`src/rtl/integrator_pkg.sv`:
```
// Shared types and constant helpers for the multi-channel saturating integrator.
package integrator_pkg;

  typedef enum logic {
    CLEAR = 1'b0,
    RUN   = 1'b1
  } state_e;

  // Channel index width: at least one bit, even for a single channel.
  function automatic int ch_w(input int channels);
    return (channels <= 2) ? 1 : $clog2(channels);
  endfunction

  function automatic logic signed [63:0] sat_max(input int width);
    return (64'sd1 <<< (width - 1)) - 64'sd1;
  endfunction

  function automatic logic signed [63:0] sat_min(input int width);
    return -(64'sd1 <<< (width - 1));
  endfunction

endpackage

```
`src/rtl/integrator_sat_add.sv`:
```
// Combinational signed saturating adder: result = clamp(a + b) at WIDTH bits.
module integrator_sat_add
  import integrator_pkg::*;
#(
  parameter int WIDTH = 10
) (
  input  logic signed [WIDTH-1:0] a,
  input  logic signed [WIDTH-1:0] b,
  output logic signed [WIDTH-1:0] result,
  output logic                    overflow
);

  localparam logic signed [WIDTH-1:0] MAX_V = WIDTH'(sat_max(WIDTH));
  localparam logic signed [WIDTH-1:0] MIN_V = WIDTH'(sat_min(WIDTH));

  logic signed [WIDTH:0] sum;

  always_comb begin
    sum      = {a[WIDTH-1], a} + {b[WIDTH-1], b};
    overflow = sum[WIDTH] ^ sum[WIDTH-1];
    // Overflow only happens when both operands share a sign, so b's sign picks the rail.
    if (overflow) result = b[WIDTH-1] ? MIN_V : MAX_V;
    else          result = sum[WIDTH-1:0];
  end

endmodule

```
`src/rtl/integrator_sat_acc.sv`:
```
// Time-multiplexed multi-channel saturating integrator with valid/ready on both sides.
// Optional INTEGRATOR_STICKY_SAT_EN adds a per-channel sticky saturation flag port.
module integrator_sat_acc
  import integrator_pkg::*;
#(
  parameter  int WIDTH    = 10,
  parameter  int CHANNELS = 4,
  localparam int CH_W     = ch_w(CHANNELS)
) (
  input  logic                    system1000,
  input  logic                    system1000_rstn,
  input  logic                    clear,
  input  logic                    in_valid,
  output logic                    in_ready,
  input  logic [CH_W-1:0]         in_ch,
  input  logic signed [WIDTH-1:0] in_data,
  output logic                    out_valid,
  input  logic                    out_ready,
  output logic [CH_W-1:0]         out_ch,
  output logic signed [WIDTH-1:0] out_data,
  output logic                    out_sat
`ifdef INTEGRATOR_STICKY_SAT_EN
  ,
  output logic [CHANNELS-1:0]     sat_sticky
`endif
);

  localparam logic [CH_W-1:0] LAST_CH = CH_W'(CHANNELS - 1);

  state_e                  state_q, state_d;
  logic [CH_W-1:0]         cnt_q, cnt_d;
  logic                    out_valid_q, out_valid_d;
  logic [CH_W-1:0]         out_ch_q, out_ch_d;
  logic signed [WIDTH-1:0] out_data_q, out_data_d;
  logic                    out_sat_q, out_sat_d;
  logic [CHANNELS-1:0]     sticky_q, sticky_d;

  logic signed [WIDTH-1:0] acc_q [CHANNELS];
  logic                    acc_we;
  logic [CH_W-1:0]         acc_waddr;
  logic signed [WIDTH-1:0] acc_wdata;
  logic signed [WIDTH-1:0] acc_rd;

  logic                    ch_ok;
  logic                    accept;
  logic signed [WIDTH-1:0] add_result;
  logic                    add_ovf;

  assign ch_ok  = (32'(in_ch) < CHANNELS);
  assign acc_rd = ch_ok ? acc_q[in_ch] : '0;

  integrator_sat_add #(.WIDTH(WIDTH)) u_sat_add (
    .a        (acc_rd),
    .b        (in_data),
    .result   (add_result),
    .overflow (add_ovf)
  );

  // NOTE: every variable gets a default first, so no path through this block can infer a latch.
  always_comb begin
    state_d     = state_q;
    cnt_d       = cnt_q;
    in_ready    = 1'b0;
    acc_we      = 1'b0;
    acc_waddr   = in_ch;
    acc_wdata   = add_result;
    out_valid_d = out_valid_q;
    out_ch_d    = out_ch_q;
    out_data_d  = out_data_q;
    out_sat_d   = out_sat_q;
    sticky_d    = sticky_q;

    case (state_q)
      CLEAR: begin
        acc_we          = 1'b1;
        acc_waddr       = cnt_q;
        acc_wdata       = '0;
        sticky_d[cnt_q] = 1'b0;
        if (cnt_q == LAST_CH) begin
          state_d = RUN;
          cnt_d   = '0;
        end else begin
          cnt_d = cnt_q + 1'b1;
        end
      end
      RUN:     in_ready = (!out_valid_q || out_ready) && !clear;
      default: state_d  = CLEAR;
    endcase

    // A clear request wins over sweep completion and restarts from channel 0.
    if (clear) begin
      state_d = CLEAR;
      cnt_d   = '0;
    end

    accept = in_valid && in_ready;
    if (accept && ch_ok) begin
      acc_we      = 1'b1;
      out_valid_d = 1'b1;
      out_ch_d    = in_ch;
      out_data_d  = add_result;
      out_sat_d   = add_ovf;
      if (add_ovf) sticky_d[in_ch] = 1'b1;
    end else if (out_ready) begin
      out_valid_d = 1'b0;
    end
  end

  // NOTE: sequential state uses non-blocking assignments so all flops update from pre-edge values.
  always_ff @(posedge system1000 or negedge system1000_rstn) begin
    if (!system1000_rstn) begin
      state_q     <= CLEAR;
      cnt_q       <= '0;
      out_valid_q <= 1'b0;
      out_ch_q    <= '0;
      out_data_q  <= '0;
      out_sat_q   <= 1'b0;
      sticky_q    <= '0;
    end else begin
      state_q     <= state_d;
      cnt_q       <= cnt_d;
      out_valid_q <= out_valid_d;
      out_ch_q    <= out_ch_d;
      out_data_q  <= out_data_d;
      out_sat_q   <= out_sat_d;
      sticky_q    <= sticky_d;
    end
  end

  // NOTE: the accumulator array has no reset; the CLEAR sweep zeroes it after every reset.
  always_ff @(posedge system1000) begin
    if (acc_we) acc_q[acc_waddr] <= acc_wdata;
  end

  assign out_valid = out_valid_q;
  assign out_ch    = out_ch_q;
  assign out_data  = out_data_q;
  assign out_sat   = out_sat_q;

`ifdef INTEGRATOR_STICKY_SAT_EN
  assign sat_sticky = sticky_q;
`else
  logic unused_sticky;
  assign unused_sticky = ^sticky_q;
`endif

endmodule

```
`config.mk`:
```
export PLATFORM = sky130hd
export DESIGN_NAME = integrator_sat_acc
export DESIGN_NICKNAME = d
export VERILOG_FILES = /design/src/rtl/integrator_pkg.sv /design/src/rtl/integrator_sat_add.sv /design/src/rtl/integrator_sat_acc.sv
export SDC_FILE = /design/constraint.sdc
export NUM_CORES = 1
export LEC_CHECK = 0
export CAP_MARGIN = 10
export CORE_MARGIN = 2
export CORE_UTILIZATION = 30
export CTS_CLUSTER_DIAMETER = 150
export CTS_CLUSTER_SIZE = 12
export DETAILED_ROUTE_END_ITERATION = 8
export SLEW_MARGIN = 20
export SYNTH_ARGS = -nofsm -noshare
export SYNTH_HDL_FRONTEND = slang
export SYNTH_SLANG_ARGS = --single-unit
```
`constraint.sdc`:
```
create_clock -name system1000 -period 3.82 [get_ports system1000]
set_input_delay 0.573 -clock system1000 [delete_from_list [all_inputs] [get_ports system1000]]
set_output_delay 0.573 -clock system1000 [all_outputs]
set_load 0.02 [all_outputs]
```
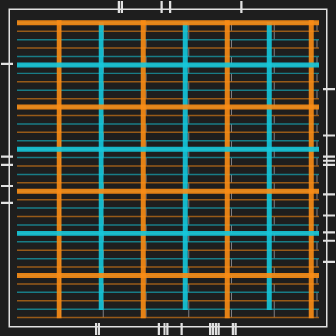
Fig. 1. Floorplan with the power grid (run 1).
Pins as bars on the die edge. Tap cells in grey.
[cyan] VDD
[orange] VSS
signal pins: 32
rows: 35
met4 straps: 7

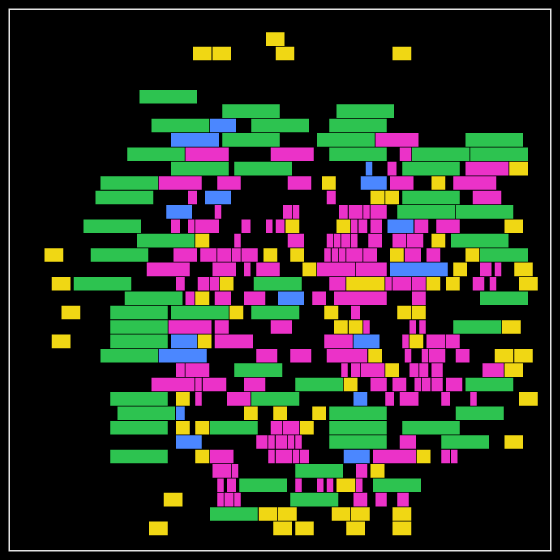
Fig. 2. Placement by cell class (run 1).
[yellow] other buffers and delay cells | cells: 71
[magenta] all other logic | cells: 151
[green] flip-flops | cells: 57
[blue] clock drivers and dummy loads | cells: 16

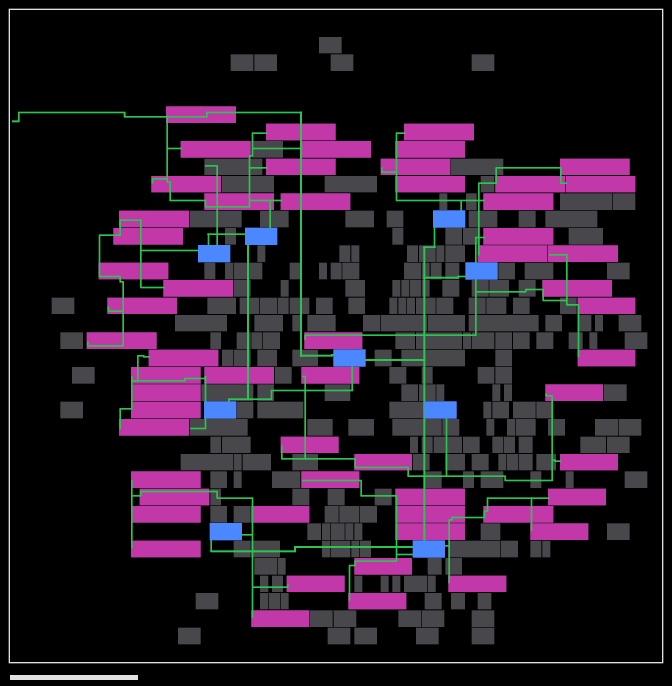
Fig. 3. Clock network drawn from the DEF (run 1).
Scale bar: 20 um.
[magenta] flip-flops | count: 57
[blue] cells driving clock nets | count: 9
[green] clock wires | length: 842 um
routed clock nets: 10
clock network power consumption: 649 uW
source-to-sink clock delay at the later pin of the worst-skew pair: 350 ps

==> results.txt, run 1 <==
Results of the run.

The worst-case clock buffer depth is 2. The simple-gate share of the synthesized area is 8.24%. The summed negative setup slack over all endpoints is 0 ps.

The required time at the endpoint of the critical path is 3880 ps. The placement summary gives the final routability congestion estimate as 0.848. 32 I/O pins were placed. The cell area after technology mapping is 2890 um2. The number of standard-cell rows in the floorplan is 35. The gate-level netlist out of Yosys references 46 unique cell types. IR analysis of the VDD net gives a maximum drop of 0.203 mV.

Measured along the y axis, the die boundary spans 102 um. The net switching power is 850 uW. The total global-route track usage is 14.0%. In this run the standard cell core region covers 9280 um2. The total tool warning count is 26. The DRC violation count after routing is 0.

The headroom to the max-slew limit is 47.5%. The critical path ends at acc_q[0][2]. The final timing report lists a max-slew violation count of 0. The run finished with clean final reports. For this run, global-route usage on met1 was measured as 18.4%. The total detailed-routing wirelength is 6.84 mm. The violation tally from detailed-route iteration zero is 104. The wire length of the first global-routing pass is 10.6 mm. The maximum single-stage delay on the critical path is 540 ps. The clock tree from TritonCTS is done. The kind of cell adding the most delay to the critical path is AND-OR/OR-AND gates. The number of antenna violations at the first check in global routing came to 0. In this run, the synthesized area fraction spent on xor and xnor cells is recorded as 3.38%.

Once detailed placement completed, the half-perimeter wirelength came to 4.93 mm. The clock input transition at the sequential cells of the worst setup and hold paths is 70 ps. At the floorplan stage, the core utilization is reported as 31.1%.

Fill cells in the final layout number 877. The register share after synthesis is 56.4%. The antenna diode count is 0. In this run the critical register-to-register path is captured at acc_q[0][2]. The relative contribution of the clock network to total power is 24.7%. The internal portion of the total power is 1.78 mW. The synthesized instance count is 216.

The startpoint of the worst-slack reg-to-reg timing path is acc_q[0][0]. The worst-path cell with the longest stage delay is sky130_fd_sc_hd__clkdlybuf4s50_1. The number of global-route vias before repair is 2,003. The endpoint type of the worst setup path is a flip-flop. The biggest area consumer among synthesized cells is sky130_fd_sc_hd__edfxtp_1. Sequential cells burn 35.5% of the power. The tightest min-delay check is of the flip-flop to flip-flop type. The final number of hold-violating endpoints is 0.

The portion of synthesized cell area occupied by the leading cell type is 41.6%. The synthesis stat section lists a flop and latch total of 57. The power density over the cells is 675 nW/um2. The total overflow reported by the global router is 0. The number of placed instances, taps included, is 407.

The library cells used most frequently in the layout, excluding fill and tap cells, are sky130_fd_sc_hd__edfxtp_1, sky130_fd_sc_hd__buf_4, sky130_fd_sc_hd__clkdlybuf4s50_1, sky130_fd_sc_hd__nor2_1, sky130_fd_sc_hd__nand2_1. Ranked by total cell area, the synthesized netlist is headed by sky130_fd_sc_hd__edfxtp_1, sky130_fd_sc_hd__dfrtp_1, sky130_fd_sc_hd__mux4_2. The count of nets left with antenna violations once routing finished came out at 0. Buffers inserted to repair hold after CTS numbered 0.

The final critical path time including I/O delays and setup is 3650 ps. The clock root buffer is sky130_fd_sc_hd__clkbuf_8. The count of buffers added on input and output ports is 31. The floorplan step defined a die boundary enclosing 10,400 um2. The combinational fraction of design power is 39.8%. For the worst setup path, the data arrival time is 3710 ps. CTS saw 57 sinks.

The script extracted a total leakage power of 1.49 nW. Setup slack on the worst reg-to-reg path comes out at 630 ps. The top fanout value on the critical path is 8. The signed area change from the synthesized netlist to the final layout is 34.8%. The final route contains 2,099 vias. Entering global routing, the biggest net connects 19 pins. STA classifies the critical path startpoint as an input pin. Counting the warning lines in the Yosys log gives 0.

The count of H-tree levels built during CTS is 3. The die is 102 um wide. The maximum clock skew at final layout is 10.2 ps. Per the TritonCTS log, the buffer count is 9. The global routing stage identified its most utilized layer as met2. The switching power share of the total is 32.4%. The detailed-routing iteration count for the pre-antenna-repair pass is 4.

The met2 layer usage reported by global route is 22.3%. The critical path runs through a total of 11 cells. For this run, global-route usage on met3 was measured as 3.90%. The layout summary lists the proportion of cells stronger than drive strength 1 as 27.8%. Post-synthesis, Yosys gives the total cell area as 2890 um2. Yosys reports the multiplexer fraction of the synthesized area as 8.89%. The post-route fraction of the period consumed by the critical path is 95.6%. The routed via count divided by cell count is 4.95. For reference, the top logic cell family by area is AND-OR/OR-AND gates. The final count of negative-setup-slack endpoints is 0. Setup repair after global routing left no endpoint under its margin. The report puts the cell count of the worst reg-to-reg path at 10. The number of cells reported by Yosys stat comes to 216.

The most frequent logic cell in the layout is sky130_fd_sc_hd__edfxtp_1. For reference, full adder, half adder and majority cells occupy 5.81% of the area reported after synthesis. The synthesized-area fraction occupied by ao, oa, aoi and oai cells is 15.7%. The tool flagged a number of max-cap violations equal to 0.

The number of buffers and inverters on the critical path is 2. For this run, the post-layout net count is 319. The slew at the pin closest to its max-slew limit is 785 ps. In this run the worst setup path begins at in_ch[0].

The per-cell routed wire length is 16.1 um. The worst hold-check slack is 477 ps. The maximum clock rate is 0.274 GHz. The critical path class is input pin to flip-flop. The mean cell area of the mapped netlist is 13.4 um2. Per STA, the worst path is made up of clkdlybuf4s50_1 > mux4_2 > ha_1 > fa_1 > a211oi_2 > o31ai_2 > a211oi_4 > buf_12 > xnor2_4 > a21oi_4 > o21ai_1.

The finished layout holds 424 standard cells, fillers aside. The floorplan net count is 245.
[run 1: registers in the layout, summed over array words and instances (netlist names)]
register / cells
out_valid: 1
state_q: 1
out_ch: 2
out_data: 10
out_sat: 1
cnt_q: 2
acc_q: 40
[run 1: how the worst min path moves through the flow]
stage / from / endpoint / depth (start not counted)
floorplan: system1000_rstn / cnt_q[0] / 0
global placement: out_ch[0] / out_ch[0] / 2
detailed placement: out_ch[0] / out_ch[0] / 2
CTS: out_ch[0] / out_ch[0] / 2
global route: out_ch[0] / out_ch[0] / 2
finish: out_ch[0] / out_ch[0] / 2
[run 1: metal layers]
layer,up-vias,routed length [um]
met1,1057,3150
met3,9,261
met4,0,110
met5,-,0
met2,46,3320
li1,987,-
[run 1: cell families (layout without fill, tap and decap cells)]
kind of cell | count (synthesis) | in the layout
fa+ha+maj | 13 | 13
buf+inv | 12 | 91
compound gates | 59 | 59
xor+xnor | 9 | 9
mux | 13 | 13
flops | 57 | 57
simple gates | 53 | 53
[run 1: power by group through the flow]
stage	clock (mW)	combinational, mW	sequential, mW
final	0.649	1.05	0.932
after global routing	0.683	1.14	0.948
after CTS	0.656	1.04	0.935
after detailed placement	0	1.03	0.947
after global placement	0	1.02	0.941
after floorplan	0	0.495	1.00
[run 1: synth_stat cells (all sizes together)]
library cell,n
a211oi,5
nand2b,5
a22o,2
a31oi,3
inv,4
mux4,10
fa,1
ha,11
a21o,1
nor3,2
and3,1
o221a,5
and4b,1
nor2b,2
o2111ai,2
o211ai,5
nor2,20
o22ai,2
clkbuf,6
and2,1
xnor2,5
o31a,1
a21boi,3
nor3b,1
nand3,1
o22a,1
nor4,1
edfxtp,40
mux2,1
dfrtp,17
a21oi,9
nand2,18
maj3,1
mux2i,2
xor2,4
buf,2
o21ai,16
o31ai,4
[run 1: metrics by stage]
stage	util [%]	setup WS (ps)	total power, mW	cell area (um2)
floorplan	-	147	1.50	2890
global placement	39.1	-311	1.96	3630
detailed placement	39.1	-326	1.97	3630
CTS	41.6	11.9	2.63	3860
global route	41.9	16.1	2.77	3890
finish	41.9	170	2.63	3890
[run 1: layout make-up]
| class | instances | area [um2] | area share, % |
|---|---|---|---|
| Clock buffer | 13 | 191 | 4.92 |
| Tap cell | 129 | 161 | 4.15 |
| Inverter | 4 | 15.0 | 0.386 |
| Multi-Input combinational cell | 147 | 1230 | 31.6 |
| Clock inverter | 3 | 42.5 | 1.09 |
| Sequential cell | 57 | 1630 | 41.8 |
| Timing Repair Buffer | 71 | 623 | 16.0 |
[run 1: tightest hold or removal path: stages, from the launching register on]
cell	delay, ps
sky130_fd_sc_hd__dfrtp_1	340
sky130_fd_sc_hd__nand2_1	50
sky130_fd_sc_hd__nand2_1	50
[run 1: repair_timing]
item                       CTS  global route
setup buffers                0             1
gates resized                0            13
setup endpoints to repair    0            45
Fig. 4: run 1, routed metal, one colour a layer
Scale bar: 20 um.
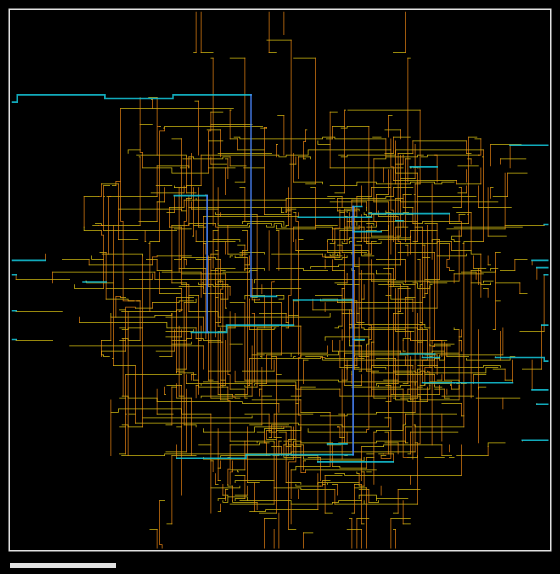

==> inputs of run 2 (changes only) <==
Settings changed: ABC_AREA from default to 1, CTS_CLUSTER_SIZE 12 to 28.
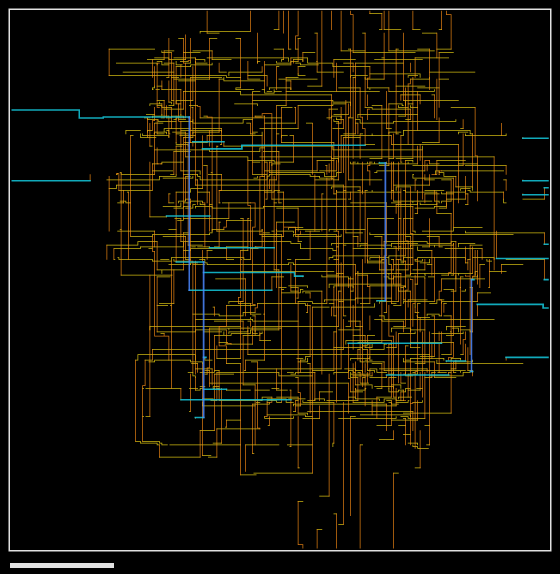
Fig. 5. Routed metal, one colour a layer (run 2).
Scale bar: 20 um.
[cyan] met3 | wire length: 263 um
[orange] met2 | wire length: 3,330 um
[yellow] met1 | wire length: 3,190 um
[blue] met4 | wire length: 107 um
total routing resource utilization after global routing: 13.7%
average detailed-routed wire length per instance: 14.0 um
total length of routed wires: 6.90 mm
count of vias placed by the detailed router: 2,265

==> run 2 against run 1 <==
- clock skew increased by 0.97 ps
- sequential cell count unchanged
- sequential share of layout area increased by 2.3 points
- largest cell class unchanged
==> results.txt, run 2 <==
Results of the run.

The top fanout value on the critical path came to 12 (was 8). The die area came to 10,800 um2 (was 10,400 um2). The total overflow reported by the global router is 0 (unchanged). The count of input and output buffers is 31 (unchanged).

The clock input transition at the sequential cells of the worst setup and hold paths is 70 ps (about the same). The switching power share of the total is 35.2% (was 32.4%). The routed via count divided by cell count is 4.61 (was 4.95). The most frequent logic cell in the layout was sky130_fd_sc_hd__nand2_1 (was sky130_fd_sc_hd__edfxtp_1).

The width of the chip is 104 um (was 102 um). The endpoint of the worst hold-timing path is out_data[7] (was out_ch[0]). The post-place setup slack is 67.5 ps (was -326 ps). The startpoint class of the critical path is an input pin (unchanged).

The sum of net half-perimeters after detailed placement is 5.10 mm (was 4.93 mm). Cells along the critical path: clkdlybuf4s50_1 > inv_1 > o21ai_0 > o22ai_1 > ha_1 > fa_1 > nand2_1 > nand3_1 > o21ai_0 > o21ai_0 > xor2_1 > nand3_1 > a21oi_1 (was clkdlybuf4s50_1 > mux4_2 > ha_1 > fa_1 > a211oi_2 > o31ai_2 > a211oi_4 > buf_12 > xnor2_4 > a21oi_4 > o21ai_1). The number of stages on the worst hold path is 2 (unchanged). The clock root buffer is sky130_fd_sc_hd__clkbuf_8 (unchanged). The worst hold-check slack is 481 ps (was 477 ps). The critical path class is input pin to flip-flop (unchanged). The detailed-routing iteration count for the pre-antenna-repair pass came to 4 (unchanged).

The slew at the pin closest to its max-slew limit is 757 ps (was 785 ps). The net switching power is 855 uW (was 850 uW). The number of antenna violations at the first check in global routing is 0 (unchanged). The critical path arrival came to 3530 ps (was 3710 ps). The maximum clock rate is 0.292 GHz (was 0.274 GHz). The library cell with the highest instance count after synthesis is sky130_fd_sc_hd__nand2_1 (was sky130_fd_sc_hd__edfxtp_1). The total I/O pin count is 32 (unchanged).

The worst-path cell with the longest stage delay is sky130_fd_sc_hd__clkdlybuf4s50_1 (unchanged). The slack of the worst reg-to-reg path is 980 ps (was 630 ps). The startpoint of the worst-slack reg-to-reg timing path is acc_q[1][0] (was acc_q[0][0]). The internal power contribution was 1.57 mW (was 1.78 mW). The post-synthesis sequential element count is 57 (unchanged). The area inside the core boundary is 9730 um2 (was 9280 um2). The endpoint type of the worst setup path is a flip-flop (unchanged).

The signed area change from the synthesized netlist to the final layout is 23.0% (was 34.8%). The final count of negative-setup-slack endpoints is 0 (unchanged). The async set-reset flop share out of synthesis is 29.8% (unchanged). The number of global-route vias before repair was 2,290 (was 2,003). The starting density of the core is 30.8% (was 31.1%). The flip-flop cell with the highest count after synthesis was sky130_fd_sc_hd__edfxtp_1 (unchanged). Synth cell count leaders: sky130_fd_sc_hd__nand2_1, sky130_fd_sc_hd__edfxtp_1, sky130_fd_sc_hd__o21ai_0 (was sky130_fd_sc_hd__edfxtp_1, sky130_fd_sc_hd__nor2_1, sky130_fd_sc_hd__nand2_1).

The kind of cell adding the most delay to the critical path is AND-OR/OR-AND gates (unchanged). The count of mapped cells out of synthesis is 315 (was 216). The total tool warning count is 26 (unchanged). The number of flip-flops under the largest register name is 40 (unchanged).

The summed negative setup slack over all endpoints is 0 ps (unchanged). The post-CTS setup-driven buffer insertion count is 0 (unchanged). The final critical path time including I/O delays and setup came to 3430 ps (was 3650 ps). The worst-case clock buffer depth is 2 (unchanged). The Yosys chip area is 2990 um2 (was 2890 um2).

The class of the tightest hold or removal check is flip-flop to flip-flop (unchanged). Status: complete, no violations (unchanged). The yosys stat cell total is 315 (was 216).

The number of clock sinks came to 57 (unchanged). The final-report max-slew violation count is 0 (unchanged). The power density over the cells is 659 nW/um2 (was 675 nW/um2). The placer congestion estimate came to 0.836 (was 0.848). The required time at the endpoint of the critical path is 3920 ps (was 3880 ps).

The share of layout cells above drive strength 1 is 13.7% (was 27.8%). Top cells by area: sky130_fd_sc_hd__edfxtp_1, sky130_fd_sc_hd__dfrtp_1, sky130_fd_sc_hd__nand2_1 (was sky130_fd_sc_hd__edfxtp_1, sky130_fd_sc_hd__dfrtp_1, sky130_fd_sc_hd__mux4_2). The count of flip-flops with a built-in enable after synthesis is 40 (unchanged).

The overall die height came to 104 um (was 102 um). The number of warnings reported in the yosys synthesis log came to 0 (unchanged). The maximum vdd drop came to 0.183 mV (was 0.203 mV). The maximum number of pins on one net before global-route repair is 22 (was 19). The distinct cell type count after synthesis is 28 (was 46). The count of antenna-violating nets left after detailed routing is 0 (unchanged). The maximum single-stage delay on the critical path is 440 ps (was 540 ps).

The register share after synthesis came to 54.3% (was 56.4%). The DRC violation count after routing is 0 (unchanged). The floorplan net count is 344 (was 245).

The reported max-cap violation count is 0 (unchanged). Setup repair after global routing missed its margin: false (unchanged). The count of H-tree levels built during CTS is 3 (unchanged). The biggest area consumer among synthesized cells is sky130_fd_sc_hd__edfxtp_1 (unchanged).

The number of buffers and inverters on the critical path is 2 (unchanged). The final number of hold-violating endpoints was 0 (unchanged). The critical hold path startpoint was out_data[7] (was out_ch[0]). The post-route fraction of the period consumed by the critical path is 89.8% (was 95.6%).

The depth of the worst register-to-register path is 11 (was 10). The total clock buffers created by CTS is 9 (unchanged). The share of total power in sequential cells is 38.4% (was 35.5%). The combinational fraction of design power is 35.7% (was 39.8%).

The mean cell area of the mapped netlist is 9.51 um2 (was 13.4 um2). The end of the worst register-to-register path is acc_q[3][8] (was acc_q[0][2]). The wire length of the first global-routing pass was 11.5 mm (was 10.6 mm). The register name with the most flops was acc_q (unchanged).

The hold-fix buffer count after cts is 0 (unchanged). The number of nets at the end of the flow is 382 (was 319). The clock tree from TritonCTS was done (unchanged). The violation tally from detailed-route iteration zero came to 77 (was 104).
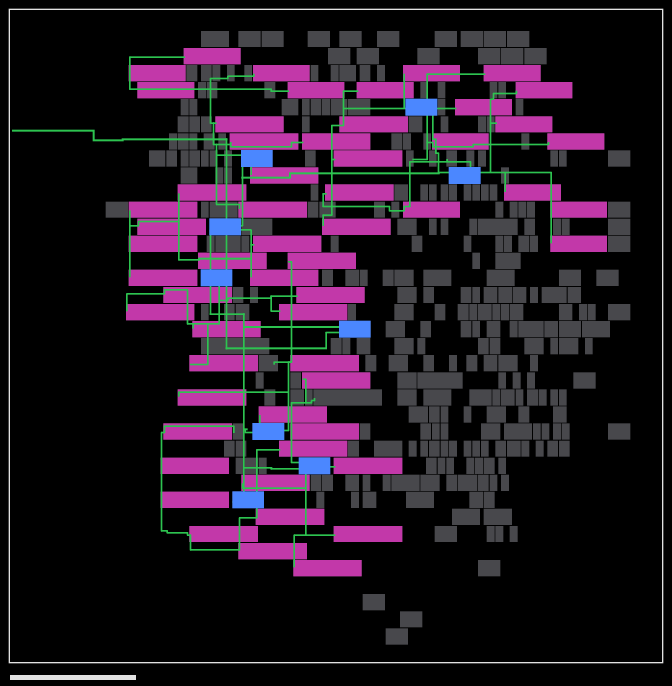
Fig. 6. Clock network drawn from the DEF (run 2).
Scale bar: 20 um.
[magenta] flip-flops | count: 57
[blue] cells driving clock nets | count: 9
[green] clock wires | length: 808 um
routed clock nets: 10
proportion of power drawn by the clock network: 25.9%
clock network power consumption: 629 uW
source-to-sink clock delay at the later pin of the worst-skew pair: 330 ps
Final Skew: 11.2 ps

run 2: cell types whose count changed after synthesis, moves of 8 or more:
cell,delta
sky130_fd_sc_hd__nand2_1,+60
sky130_fd_sc_hd__inv_1,+21
sky130_fd_sc_hd__nand3_1,+19
sky130_fd_sc_hd__o21ai_0,+11
sky130_fd_sc_hd__mux4_2,-10
sky130_fd_sc_hd__a21oi_2,+9
sky130_fd_sc_hd__o22ai_1,+8
run 2: cell families after synthesis:
family          count (synthesis)  synth area share (%)
xor+xnor                        7                  2.05
simple gates                  145                  21.9
buf+inv                        37                  5.22
compound gates                 57                  11.3
fa+ha+maj                      12                  5.27
flops                          57                  54.3
run 2: per-layer routing:
layer	share of wire (%)	GRT usage (%)
met1	46	17.5
met2	48	22.2
met3	3.8	3.88
met4	1.6	4.83
met5	0	0
run 2: worst reg2reg max path, delay by kind of cell, from the launching register on:
family	cells	cell delay [ps]
AND-OR/OR-AND	5	1020
adder cells (fa/ha/maj)	2	730
flip-flops	1	360
AND/OR/NAND/NOR	3	290
XOR/XNOR	1	210
run 2: metrics by stage:
| step | instance area, um2 | util [%] | power, mW | instances |
|---|---|---|---|---|
| after floorplan | 2990 | - | 1.51 | 315 |
| after global placement | 3460 | 35.6 | 1.81 | 475 |
| after detailed placement | 3460 | 35.6 | 1.82 | 475 |
| after CTS | 3680 | 37.9 | 2.45 | 491 |
| after global routing | 3680 | 37.9 | 2.58 | 491 |
| final | 3680 | 37.9 | 2.43 | 491 |
run 2: cell type report:
type	count	area (um2)
Clock buffer	11	141
Fill cell	985	6050
Tap cell	133	166
Clock inverter	5	78.8
Multi-Input combinational cell	221	1210
Inverter	27	104
Timing Repair Buffer	37	355
Sequential cell	57	1630
run 2: worst max-delay path by stage:
stage	start	depth (start not counted)	to
floorplan	in_ch[0]	14	acc_q[0][8]
global placement	in_ch[1]	13	acc_q[1][8]
detailed placement	in_ch[1]	13	acc_q[3][8]
CTS	in_ch[1]	13	acc_q[3][8]
global route	in_ch[1]	13	acc_q[3][8]
finish	in_ch[1]	13	acc_q[3][8]
run 2: power by group through the flow:
| stage | clock [mW] | sequential [mW] | combinational (mW) |
|---|---|---|---|
| after floorplan | 0 | 1.01 | 0.499 |
| after global placement | 0 | 0.941 | 0.869 |
| after detailed placement | 0 | 0.945 | 0.873 |
| after CTS | 0.638 | 0.934 | 0.876 |
| after global routing | 0.664 | 0.953 | 0.965 |
| final | 0.629 | 0.932 | 0.868 |
No activity file was given, so power comes from the tool's default toggle rates.
